==> src/rtl/vram_access_ctrl.sv <==
// -----------------------------------------------------------------------------
// vram_access_ctrl
//
// Owns both ports of a dual-port video RAM.
//   Write port: round-robin arbiter between the host pixel-write stream
//               (valid/ready) and an internal framebuffer clear engine.
//   Read port : scanout sequencer walking the framebuffer linearly, one
//               address per scan_en cycle, flagging returned pixels.
//
// Optional feature macro: VRAM_CLEAR_EN
//   defined   -> clear engine + round-robin arbitration present.
//   undefined -> no clear logic; clear_busy/clear_done tied 0, host_ready
//                tied 1, host owns the write port every cycle.
//
// Ports:
//   clk, rst                 system clock, async active-high reset
//   host_valid/addr/data     host write request
//   host_ready               combinational grant to the host
//   host_err                 1-cycle pulse: accepted write was out of range
//   clear_start/clear_color  start a framebuffer fill with the given colour
//   clear_busy, clear_done   clear engine status / completion pulse
//   frame_start, scan_en     start scanout / per-cycle read pacing
//   scan_busy, pixel_valid   scanout status / RAM dataOut is a scan pixel
//   frame_done               pulse with the last pixel_valid of a frame
//   vram_we/waddr/wdata      registered VRAM write port
//   vram_re/raddr            registered VRAM read port
// -----------------------------------------------------------------------------
module vram_access_ctrl #(
  parameter int ADDR_W  = 20,
  parameter int DATA_W  = 24,
  parameter int FB_SIZE = 786432
) (
  input  logic              clk,
  input  logic              rst,
  input  logic              host_valid,
  input  logic [ADDR_W-1:0] host_addr,
  input  logic [DATA_W-1:0] host_data,
  output logic              host_ready,
  output logic              host_err,
  input  logic              clear_start,
  input  logic [DATA_W-1:0] clear_color,
  output logic              clear_busy,
  output logic              clear_done,
  input  logic              frame_start,
  input  logic              scan_en,
  output logic              scan_busy,
  output logic              pixel_valid,
  output logic              frame_done,
  output logic              vram_we,
  output logic [ADDR_W-1:0] vram_waddr,
  output logic [DATA_W-1:0] vram_wdata,
  output logic              vram_re,
  output logic [ADDR_W-1:0] vram_raddr
);

  // Last legal pixel address; all range checks compare against this so the
  // counters never depend on natural wrap-around.
  localparam logic [ADDR_W-1:0] FB_LAST = ADDR_W'(FB_SIZE - 1);

  // ---------------------------------------------------------------------------
  // Write path: arbitration and clear engine
  // ---------------------------------------------------------------------------
  logic              grant_host;
  logic              grant_clear;
  logic              host_in_range;
  logic [ADDR_W-1:0] clear_ctr;
  logic [DATA_W-1:0] clear_color_q;

  assign host_in_range = (host_addr <= FB_LAST);

`ifdef VRAM_CLEAR_EN
  typedef enum logic {CLR_IDLE, CLR_RUN}        clr_state_t;
  typedef enum logic {GRANT_HOST, GRANT_CLEAR}  grant_t;

  clr_state_t clr_state;
  clr_state_t clr_state_nxt;
  grant_t     last_grant;
  logic       clear_last;

  // NOTE: state registers use non-blocking (<=) so every flop samples the
  // pre-edge values; blocking here would create order-dependent races.
  always_ff @(posedge clk or posedge rst) begin
    if (rst) clr_state <= CLR_IDLE;
    else     clr_state <= clr_state_nxt;
  end

  // NOTE: every signal written in a combinational block gets a default first,
  // otherwise paths that skip the assignment infer a latch.
  always_comb begin
    clr_state_nxt = clr_state;
    unique case (clr_state)
      CLR_IDLE: if (clear_start) clr_state_nxt = CLR_RUN;
      CLR_RUN:  if (clear_last)  clr_state_nxt = CLR_IDLE;
      default:                   clr_state_nxt = CLR_IDLE;
    endcase
  end

  // The clear engine requests every busy cycle; the host only loses when it
  // had the previous grant, which yields strict alternation under contention.
  always_comb begin
    clear_busy  = (clr_state == CLR_RUN);
    host_ready  = !clear_busy || (last_grant == GRANT_CLEAR);
    grant_host  = host_valid && host_ready;
    grant_clear = clear_busy && !grant_host;
    clear_last  = grant_clear && (clear_ctr == FB_LAST);
  end

  always_ff @(posedge clk or posedge rst) begin
    if (rst) begin
      last_grant    <= GRANT_CLEAR;
      clear_ctr     <= '0;
      clear_color_q <= '0;
      clear_done    <= 1'b0;
    end else begin
      if (grant_host)       last_grant <= GRANT_HOST;
      else if (grant_clear) last_grant <= GRANT_CLEAR;

      if (clr_state == CLR_IDLE && clear_start) begin
        clear_ctr     <= '0;
        clear_color_q <= clear_color;
      end else if (grant_clear) begin
        clear_ctr <= clear_ctr + 1'b1;
      end

      // Aligned with the final clear vram_we, which also appears next cycle.
      clear_done <= clear_last;
    end
  end
`else
  // Clear engine absent: the host owns the write port unconditionally.
  logic unused_clear_inputs;

  assign unused_clear_inputs = ^{clear_start, clear_color};
  assign clear_busy          = 1'b0;
  assign clear_done          = 1'b0;
  assign host_ready          = 1'b1;
  assign grant_host          = host_valid;
  assign grant_clear         = 1'b0;
  assign clear_ctr           = '0;
  assign clear_color_q       = '0;
`endif

  // Registered VRAM write port. Out-of-range host writes are accepted but
  // dropped, reporting host_err instead of a write strobe.
  always_ff @(posedge clk or posedge rst) begin
    if (rst) begin
      vram_we    <= 1'b0;
      vram_waddr <= '0;
      vram_wdata <= '0;
      host_err   <= 1'b0;
    end else begin
      vram_we  <= (grant_host && host_in_range) || grant_clear;
      host_err <= grant_host && !host_in_range;
      if (grant_clear) begin
        vram_waddr <= clear_ctr;
        vram_wdata <= clear_color_q;
      end else if (grant_host && host_in_range) begin
        vram_waddr <= host_addr;
        vram_wdata <= host_data;
      end
    end
  end

  // ---------------------------------------------------------------------------
  // Read path: scanout sequencer
  // ---------------------------------------------------------------------------
  // SCAN_DRAIN: the last read is on the RAM port; SCAN_LAST: its pixel is
  // returning. Both keep scan_busy high until the final pixel_valid is done.
  typedef enum logic [1:0] {SCAN_IDLE, SCAN_RUN, SCAN_DRAIN, SCAN_LAST} scan_state_t;

  scan_state_t       scan_state;
  scan_state_t       scan_state_nxt;
  logic [ADDR_W-1:0] scan_ctr;
  logic              scan_issue;

  always_ff @(posedge clk or posedge rst) begin
    if (rst) scan_state <= SCAN_IDLE;
    else     scan_state <= scan_state_nxt;
  end

  always_comb begin
    scan_state_nxt = scan_state;
    unique case (scan_state)
      SCAN_IDLE:  if (frame_start) scan_state_nxt = SCAN_RUN;
      SCAN_RUN:   if (scan_en && scan_ctr == FB_LAST) scan_state_nxt = SCAN_DRAIN;
      SCAN_DRAIN: scan_state_nxt = SCAN_LAST;
      SCAN_LAST:  scan_state_nxt = SCAN_IDLE;
      default:    scan_state_nxt = SCAN_IDLE;
    endcase
  end

  always_comb begin
    scan_busy  = (scan_state != SCAN_IDLE);
    scan_issue = (scan_state == SCAN_RUN) && scan_en;
  end

  always_ff @(posedge clk or posedge rst) begin
    if (rst) begin
      scan_ctr    <= '0;
      vram_re     <= 1'b0;
      vram_raddr  <= '0;
      pixel_valid <= 1'b0;
      frame_done  <= 1'b0;
    end else begin
      if (scan_state == SCAN_IDLE && frame_start) scan_ctr <= '0;
      else if (scan_issue)                        scan_ctr <= scan_ctr + 1'b1;

      vram_re <= scan_issue;
      if (scan_issue) vram_raddr <= scan_ctr;

      // RAM read latency is one cycle.
      pixel_valid <= vram_re;
      frame_done  <= (scan_state == SCAN_DRAIN);
    end
  end

endmodule

==> config.mk <==
export PLATFORM = sky130hd
export DESIGN_NAME = vram_access_ctrl
export DESIGN_NICKNAME = d
export VERILOG_FILES = /design/src/rtl/vram_access_ctrl.sv
export SDC_FILE = /design/constraint.sdc
export NUM_CORES = 1
export LEC_CHECK = 0
export CORE_ASPECT_RATIO = 1.5
export CORE_UTILIZATION = 23
export DETAILED_ROUTE_END_ITERATION = 10
export SLEW_MARGIN = 20
export SYNTH_ARGS = -nofsm -noshare
export SYNTH_HDL_FRONTEND = slang
export SYNTH_SLANG_ARGS = --single-unit
==> constraint.sdc <==
create_clock -name clk -period 4.4 [get_ports clk]
set_input_delay 0.44 -clock clk [delete_from_list [all_inputs] [get_ports clk]]
set_output_delay 0.44 -clock clk [all_outputs]
set_load 0.02 [all_outputs]
==> images/final_clocks.png <==
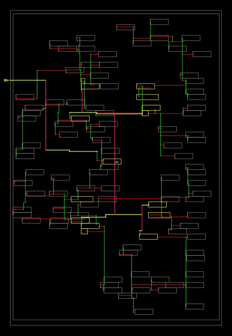
clkbuf count: 9
total CTS buffers: 9

==> notes.md <==
Notes from the flow run.

Detailed routing:
- The run puts the via count of the routed design at ~2.7k.
- The run gives the count of unresolved DRC violations after routing as 0.
- In this run, the number of DRC markers left after iteration 0 of detailed routing was around 63.
- Before antenna repair, the detailed router went through 4 iterations.

Final layout:
- The layout has 7 inverters outside the clock class.
- After the flow finishes, the layout carries non-filler instances totaling roughly 610.
- The run puts the antenna diode instance count at 0.
- The run gives the area of all placed cells without fillers as roughly 5500 sq um.
- The run puts the area of all sequential standard cells at about 2300 sq um.
- The biggest slice of the area belongs to registers.

Yosys:
- The run puts the async set-reset flop share out of synthesis at 100%.
- The run gives the count of distinct cell types in the synthesized netlist as 38.
- The run gives the post-synth area from yosys stat as approximately 3800 sq um.
- The run puts the number of cells in Yosys stat at 283.
- The run puts the sequential-to-total area share from yosys stat at between 50% and 60%.
- Counting flops with a built-in enable in the synthesized netlist gives 0.

Floorplan:
- The run puts the area of the die at 17100 sq um.

Global routing:
- Global routing consumed, over all layers together, between 10% and 20% of the routing resources.
- The run gives the number of antenna violations at the first check in global routing as 0.
- The via count of the first global-routing pass was between 2k and 3k.

Worst setup path:
- STA classifies the critical path endpoint as a register.
- The run gives the slowest cell on the critical path as sky130_fd_sc_hd__or4_1.
- The cell family contributing the most delay on the critical path is simple AND/OR/NAND/NOR gates.
- At the worst endpoint, the required time is 4.65 ns.

CTS:
- Clock latency on the worst-skew pair, taken at its later pin, is roughly 0.34 ns.
- The registers of the reported paths see a clock transition of roughly 0.070 ns.
- The run gives the clock tree from TritonCTS as done.
- The run gives the total of cells resized after clock tree synthesis as 0.

STA:
- The run puts the part of the cycle the worst path needs at 51.0%.
- The run gives the worst-case clock skew as about 0.0056 ns.
- Based on the critical path, the design can be clocked at up to 446 MHz.
- The run puts the remaining max-slew budget at the tightest pin at 36.1%.
- The run gives the slew of the pin with the lowest slew margin as approximately 0.96 ns.

Run status:
- The run finished with clean final reports.

Min path:
- According to the hold report, the worst path is of the register to register type.

Pwr:
- The run gives the power per cell area as between 400 and 500 nW/um^2.

Run:
- The run puts the total of max-cap violations at 0.
==> images/pins.png <==
Scale bar: 20 microns. Pins as bars across the die edge, other pins in gray.
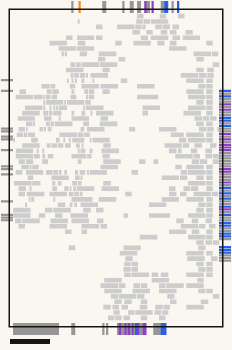
legend:
  blue:
    port: `vram_wdata`
    pins: 24
    direction: output
    edge: 17 right, 4 bottom, 3 top
  purple:
    port: `vram_waddr`
    pins: 20
    direction: output
    edge: 11 right, 7 bottom, 2 top
  orange:
    port: `clear_done`
    pins: 1
    direction: output
    edge: top

-- power by group --
part / total [mW] / internal, mW / leakage (nW) / switching, mW
Combinational: 0.623 / 0.310 / 1.03 / 0.313
Clock: 0.882 / 0.555 / 0.166 / 0.327
Sequential: 0.991 / 0.937 / 1.16 / 0.0541
-- worst register-to-register path, stage by stage, from the launching register on --
cell and delay, ns:
sky130_fd_sc_hd__dfrtp_1 0.39, sky130_fd_sc_hd__inv_1 0.14, sky130_fd_sc_hd__ha_1 0.36, sky130_fd_sc_hd__and4_1 0.43, sky130_fd_sc_hd__nand3_4 0.14, sky130_fd_sc_hd__or4_1 0.52, sky130_fd_sc_hd__a21oi_1 0.18
-- layout by cell type, fill, tap and decap left out, types with 2 or more instances in the layout --
cell type,n
sky130_fd_sc_hd__dfrtp_1,91
sky130_fd_sc_hd__or4_1,5
sky130_fd_sc_hd__o21ai_0,4
sky130_fd_sc_hd__clkbuf_16,9
sky130_fd_sc_hd__xnor2_1,2
sky130_fd_sc_hd__buf_4,2
sky130_fd_sc_hd__nand3_1,4
sky130_fd_sc_hd__ha_1,5
sky130_fd_sc_hd__nor2_1,13
sky130_fd_sc_hd__clkdlybuf4s50_1,118
sky130_fd_sc_hd__nand3b_1,2
sky130_fd_sc_hd__nand2b_1,2
sky130_fd_sc_hd__inv_6,2
sky130_fd_sc_hd__a21oi_1,8
sky130_fd_sc_hd__clkinv_2,2
sky130_fd_sc_hd__inv_1,6
sky130_fd_sc_hd__o31ai_1,5
sky130_fd_sc_hd__and3_1,2
sky130_fd_sc_hd__nand4_1,6
sky130_fd_sc_hd__and2_1,4
sky130_fd_sc_hd__bufinv_16,3
sky130_fd_sc_hd__mux2_2,63
sky130_fd_sc_hd__xor2_1,9
sky130_fd_sc_hd__nand2_1,16
sky130_fd_sc_hd__conb_1,3
sky130_fd_sc_hd__and4_1,4
-- flip-flops by register name, summed over array words and instances (netlist names) --
signal / flops
vram_wdata: 24
scan_ctr: 20
vram_raddr: 20
vram_waddr: 20
scan_state: 2
frame_done: 1
host_err: 1
pixel_valid: 1
vram_re: 1
vram_we: 1
-- cell families after synthesis --
kind of cell / after synthesis / share of synthesized area [%]
AOI/OAI and AO/OA: 23 / 3.85
xor gates and xnor gates: 11 / 2.53
adders and majority gates: 5 / 1.64
buffers and inverters: 23 / 3.16
DFF: 91 / 59.9
muxes: 64 / 18.9
other: 2 / 0.197
and+or+nand+nor: 64 / 9.84
-- layer usage --
metal / vias to the layer above / share of wire [%] / GRT usage [%]
met3: 12 / 5.6 / 2.46
met5: - / 0 / 0
li1: 1226 / - / -
met1: 1318 / 40 / 11.3
met2: 94 / 53 / 18.5
met4: 0 / 1.5 / 3.74
-- path summary, 6_finish.rpt --
| kind | depth (start not counted) | startpoint | slack (ns) | to |
|---|---|---|---|---|
| worst min register to register | 0 | vram_re | 0.38 | pixel_valid |
| worst max-delay path | 6 | scan_state[1] | 2.16 | scan_ctr[18] |
| max in group asynchronous | 3 | rst | 2.79 | scan_ctr[4] |
| min in group asynchronous | 2 | rst | 0.53 | vram_waddr[11] |
| worst max register to register | 6 | scan_state[1] | 2.16 | scan_ctr[18] |
| worst min-delay path | 0 | vram_re | 0.38 | pixel_valid |
Power and IR drop assume default switching activity.
